**src/rtl/ides4_align.sv**
```systemverilog
// ides4_align: word-alignment controller for a 4:1 DDR input deserialiser.
// Registers the parallel word, hunts for TRAIN_WORD by issuing bit-slip
// (CALIB) pulses, and reports lock / failure to the capture logic.
//
// Optional feature macro: IDES4_ALIGN_MONITOR_EN
//   defined   : LOCKED counts mismatches into err_cnt_o and 4 consecutive
//               mismatches restart alignment (err_cnt_o retained).
//   undefined : err_cnt_o tied to 0, LOCKED never drops.
//
// Ports:
//   PCLK      in   slow (parallel) clock
//   RESET     in   asynchronous, active-high reset
//   start_i   in   single-cycle (re)start request
//   q_i       in   [3:0] parallel word {Q3,Q2,Q1,Q0}
//   calib_o   out  bit-slip pulse to the deserialiser CALIB input
//   data_o    out  [3:0] q_i registered
//   valid_o   out  high while locked
//   locked_o  out  alignment achieved
//   fail_o    out  alignment exhausted without lock
//   slips_o   out  [5:0] slips issued since last start (saturating)
//   err_cnt_o out  [7:0] locked-state mismatch count (saturating)
module ides4_align #(
  parameter logic [3:0]  TRAIN_WORD  = 4'b1100,
  parameter int unsigned SETTLE      = 4,
  parameter int unsigned MATCH_COUNT = 8,
  parameter int unsigned MAX_REVS    = 2
) (
  input  logic       PCLK,
  input  logic       RESET,
  input  logic       start_i,
  input  logic [3:0] q_i,
  output logic       calib_o,
  output logic [3:0] data_o,
  output logic       valid_o,
  output logic       locked_o,
  output logic       fail_o,
  output logic [5:0] slips_o,
  output logic [7:0] err_cnt_o
);

  localparam int unsigned Q_W        = 4;
  localparam int unsigned SETTLE_W   = 4;
  localparam int unsigned MATCH_W    = 8;
  localparam int unsigned SLIP_W     = 6;
  localparam int unsigned SLIP_LIMIT = 4 * MAX_REVS;

  localparam logic [SETTLE_W-1:0] SETTLE_LOAD = SETTLE_W'(SETTLE - 1);
  localparam logic [MATCH_W-1:0]  MATCH_LAST  = MATCH_W'(MATCH_COUNT);
  localparam logic [SLIP_W-1:0]   SLIP_MAX    = SLIP_W'(SLIP_LIMIT);
  localparam logic [SLIP_W-1:0]   SLIP_SAT    = '1;

  typedef enum logic [2:0] {
    ST_IDLE,
    ST_SETTLE,
    ST_CHECK,
    ST_SLIP,
    ST_LOCKED,
    ST_FAIL
  } state_t;

  state_t              state_q, state_d;
  logic [Q_W-1:0]      q_r;
  logic [SETTLE_W-1:0] settle_q, settle_d;
  logic [MATCH_W-1:0]  match_q, match_d;
  logic [SLIP_W-1:0]   slips_q, slips_d;
  logic                word_match;
  logic                mon_restart;

  assign word_match = (q_r == TRAIN_WORD);

  // Input word register; every comparison uses this registered copy.
  always_ff @(posedge PCLK or posedge RESET) begin
    if (RESET) begin
      q_r <= '0;
    end else begin
      q_r <= q_i;
    end
  end

  // State and alignment counters.
  always_ff @(posedge PCLK or posedge RESET) begin
    if (RESET) begin
      state_q  <= ST_IDLE;
      settle_q <= '0;
      match_q  <= '0;
      slips_q  <= '0;
    end else begin
      state_q  <= state_d;
      settle_q <= settle_d;
      match_q  <= match_d;
      slips_q  <= slips_d;
    end
  end

  // Next-state logic; a start (or a monitor-triggered restart) overrides
  // whatever decision the current state would make.
  always_comb begin
    state_d  = state_q;
    settle_d = settle_q;
    match_d  = match_q;
    slips_d  = slips_q;
    if (start_i || mon_restart) begin
      state_d  = ST_SETTLE;
      settle_d = SETTLE_LOAD;
      match_d  = '0;
      slips_d  = '0;
    end else begin
      case (state_q)
        ST_IDLE: begin
          state_d = ST_IDLE;
        end
        ST_SETTLE: begin
          if (settle_q == '0) begin
            state_d = ST_CHECK;
          end else begin
            settle_d = settle_q - SETTLE_W'(1);
          end
        end
        ST_CHECK: begin
          if (word_match) begin
            if (match_q != '1) begin
              match_d = match_q + MATCH_W'(1);
            end
            if (match_d == MATCH_LAST) begin
              state_d = ST_LOCKED;
            end
          end else begin
            match_d = '0;
            if (slips_q == SLIP_MAX) begin
              state_d = ST_FAIL;
            end else begin
              state_d = ST_SLIP;
            end
          end
        end
        ST_SLIP: begin
          if (slips_q != SLIP_SAT) begin
            slips_d = slips_q + SLIP_W'(1);
          end
          state_d  = ST_SETTLE;
          settle_d = SETTLE_LOAD;
        end
        ST_LOCKED: begin
          state_d = ST_LOCKED;
        end
        ST_FAIL: begin
          state_d = ST_FAIL;
        end
        default: begin
          state_d = ST_IDLE;
        end
      endcase
    end
  end

`ifdef IDES4_ALIGN_MONITOR_EN
  localparam int unsigned ERR_W = 8;
  localparam int unsigned MIS_W = 2;

  logic [ERR_W-1:0] err_q, err_d;
  logic [MIS_W-1:0] mis_q, mis_d;

  // Fourth consecutive mismatch while locked restarts alignment.
  assign mon_restart = (state_q == ST_LOCKED) && !word_match && (mis_q == MIS_W'(3));

  // Locked-state error count and consecutive-mismatch run length.
  always_comb begin
    err_d = err_q;
    mis_d = mis_q;
    if (start_i) begin
      err_d = '0;
      mis_d = '0;
    end else if (state_q != ST_LOCKED) begin
      mis_d = '0;
    end else if (!word_match) begin
      if (err_q != '1) begin
        err_d = err_q + ERR_W'(1);
      end
      mis_d = mon_restart ? '0 : (mis_q + MIS_W'(1));
    end else begin
      mis_d = '0;
    end
  end

  always_ff @(posedge PCLK or posedge RESET) begin
    if (RESET) begin
      err_q <= '0;
      mis_q <= '0;
    end else begin
      err_q <= err_d;
      mis_q <= mis_d;
    end
  end

  assign err_cnt_o = err_q;
`else
  assign mon_restart = 1'b0;
  assign err_cnt_o   = '0;
`endif

  // Outputs decode directly from registers so calib_o drops with RESET.
  assign calib_o  = (state_q == ST_SLIP);
  assign locked_o = (state_q == ST_LOCKED);
  assign valid_o  = (state_q == ST_LOCKED);
  assign fail_o   = (state_q == ST_FAIL);
  assign data_o   = q_r;
  assign slips_o  = slips_q;

endmodule
```
**config.mk**
```make
export PLATFORM = sky130hd
export DESIGN_NAME = ides4_align
export DESIGN_NICKNAME = d
export VERILOG_FILES = /design/src/rtl/ides4_align.sv
export SDC_FILE = /design/constraint.sdc
export NUM_CORES = 1
export LEC_CHECK = 0
export ABC_AREA = 1
export CAP_MARGIN = 10
export CORE_ASPECT_RATIO = 0.7
export CORE_MARGIN = 4
export CORE_UTILIZATION = 56
export DETAILED_ROUTE_END_ITERATION = 10
export PLACE_DENSITY = 0.89
export SKIP_LAST_GASP = 1
export SYNTH_ARGS = -nofsm -noshare
export SYNTH_HDL_FRONTEND = slang
export SYNTH_SLANG_ARGS = --single-unit
```
**constraint.sdc**
```tcl
create_clock -name PCLK -period 3.7 [get_ports PCLK]
set_input_delay 1.11 -clock PCLK [delete_from_list [all_inputs] [get_ports PCLK]]
set_output_delay 1.11 -clock PCLK [all_outputs]
set_load 0.02 [all_outputs]
```
==> images/met3.png <==
(6 px per um)
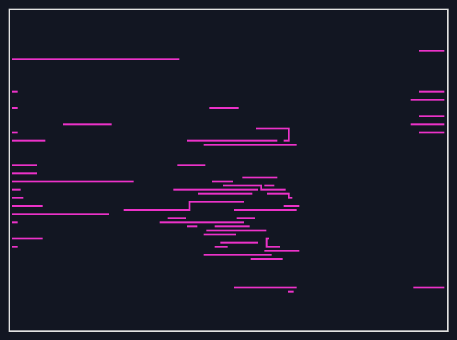
The wires run mostly horizontal. 48 nets have wire on it. The layer carries 344 um of wire. The layer holds 9.3% of the routed length. The longest straight run is 27.6 um.

==> images/drive_strength.png <==
(6 px per um)
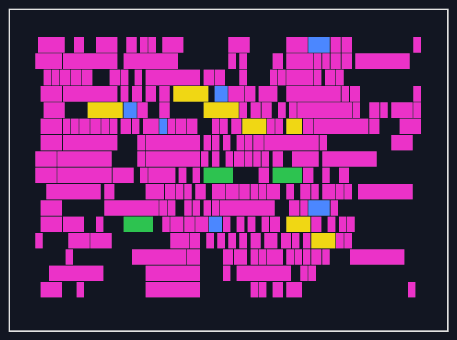
Yellow shows drive 3 to 4, cells 7, share 3.0%. Magenta shows drive 1 or less, cells 221, share 93%, most used nand2_1. Blue shows drive 2, cells 6, share 2.5%, most used nand2_2. Green shows drive 6 and up, cells 3, share 1.3%, most used clkbuf_8.

==> ci_impl_report.md <==
## Implementation flow summary

| Metric | Value |
|---|---|
| Outcome | completed |
| Initial DRC count | 126 |
| Comb pwr share | 30.5% |
| Detail Route Antenna Nets | 0 |
| WL/cell | 13.6 um |
| CTS Buf Count | 3 |
| Post-route setup slack | 0.830 ns |
| Synth Seq Share | 37.9% |
| Dpl ws | 0.975 ns |
| RD Place Congestion | 0.913 |
| Synth Cell Area | 0.00165 mm^2 |
| DR WL met3 | 344 um |
| Top-area cell share | 37.9% |
| Worst Hold Class | flip-flop to flip-flop |
| Final Max Slew Viols | 0 |
| Syn avg cell area | 7.60 um^2 |
| Post-CTS Repair Setup Buffers | 0 |
| Die X | 72.9 um |
| Primary FF master, synth | dfrtp_1 |
| Initial antenna violation count | 0 |
| Count of tool warnings | 28 |
| Power Density | 382 mW/mm^2 |
| Top logic cells by instance count in the layout | nand2_1, inv_1, nand3_1 |
| Core Util at FP | 58.8% |
| Maximum VDD drop | 237 uV |
| Sequential cell area | 626 um^2 |
| Area grow syn2layout | 13.8% |
| Part of the cycle the worst path needs | 77.6% |
| Logic area | 826 um^2 |
| H-tree Lvls | 1 |
| Gate Count Post-Synth | 217 |
| Fmax | 0.348 GHz |
| Leakage | 0.885 nW |
| PostCTS Resize Cnt | 0 |
| Comb power | 0.000219 W |
| Vias in the first global route | 1410 |
| Crit path time final | 2.87 ns |
| DR vias | 1500 |
| Worst Clk Skew | 0.00541 ns |
| Crit path required time | 2.59 ns |
| Die ar. | 0.00389 mm^2 |
| CTS tree | done |
| Fill count | 227 |
| Main area contributors | dfrtp_1, nand2_1, nand3_1 |
| Max Used Layer | met4 |
| P_int | 0.000459 W |
| Hold buffers post-CTS | 0 |
| Cell taking the most area after synthesis | dfrtp_1 |
| Most frequent logic cell in the layout | nand2_1 |
| Total GRT Usage | 20.6% |
==> images/registers.png <==
(4 px per um) Other sequential cells in the stronger grey, the rest of the logic in the fainter grey.
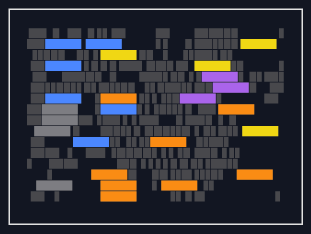
Purple shows state_q, sequential cells 3. Yellow shows settle_q, sequential cells 4. Orange shows match_q, sequential cells 8. Blue shows slips_o, sequential cells 6.

cells by family after synthesis:
family	count (synthesis)	share of synthesized area, %
other	1	0.227
buffers and inverters	46	13.6
flip-flops	25	37.9
XOR/XNOR	2	1.06
adder cells (fa/ha/maj)	6	4.55
AND/OR/NAND/NOR	105	31.2
AND-OR/OR-AND	32	11.5
through the flow:
stage	area (um^2)	utilization (%)	hold slack [ns]	power [W]	instances
6_report	1880	67.0	0.572	0.000717	273
5_1_grt	1880	67.0	0.624	0.000762	273
4_1_cts	1880	67.0	0.584	0.000720	273
3_5_place_dp	1830	65.2	0.567	0.000556	269
3_3_place_gp	1830	65.2	0.556	0.000543	269
2_1_floorplan	1680	-	0.515	0.000487	224
worst max-delay path, cell delays in order (launching register included):
cell,delay (ns)
dfrtp_1,0.41
inv_1,0.10
nor3_1,0.31
clkdlybuf4s50_1,0.67
how the worst max path moves through the flow:
stage / to
3_5_place_dp: slips_o[1]$_DFFE_PP0P_
2_1_floorplan: valid_o
4_1_cts: fail_o
5_1_grt: fail_o
3_3_place_gp: slips_o[0]$_DFFE_PP0P_
6_report: fail_o
metal layers:
metal  up-vias  GRT usage, %
met5         -             0
met1       679          27.3
met4         0          5.21
li1        732             -
met2        85          33.5
met3         4          5.31
registers in the layout (all words and copies together) (netlist names):
signal,cells
state_q,3
slips_o,6
data_o,4
settle_q,4
match_q,8
area by class of cell:
class / count / share of cell area, %
Timing Repair Buffer: 20 / 10.7
Inverter: 35 / 7.00
Clock inverter: 1 / 0.400
Tap cell: 36 / 2.40
Multi-Input combinational cell: 153 / 44.0
Clock buffer: 3 / 2.20
Sequential cell: 25 / 33.3
Power is estimated from default activity; no workload was simulated.
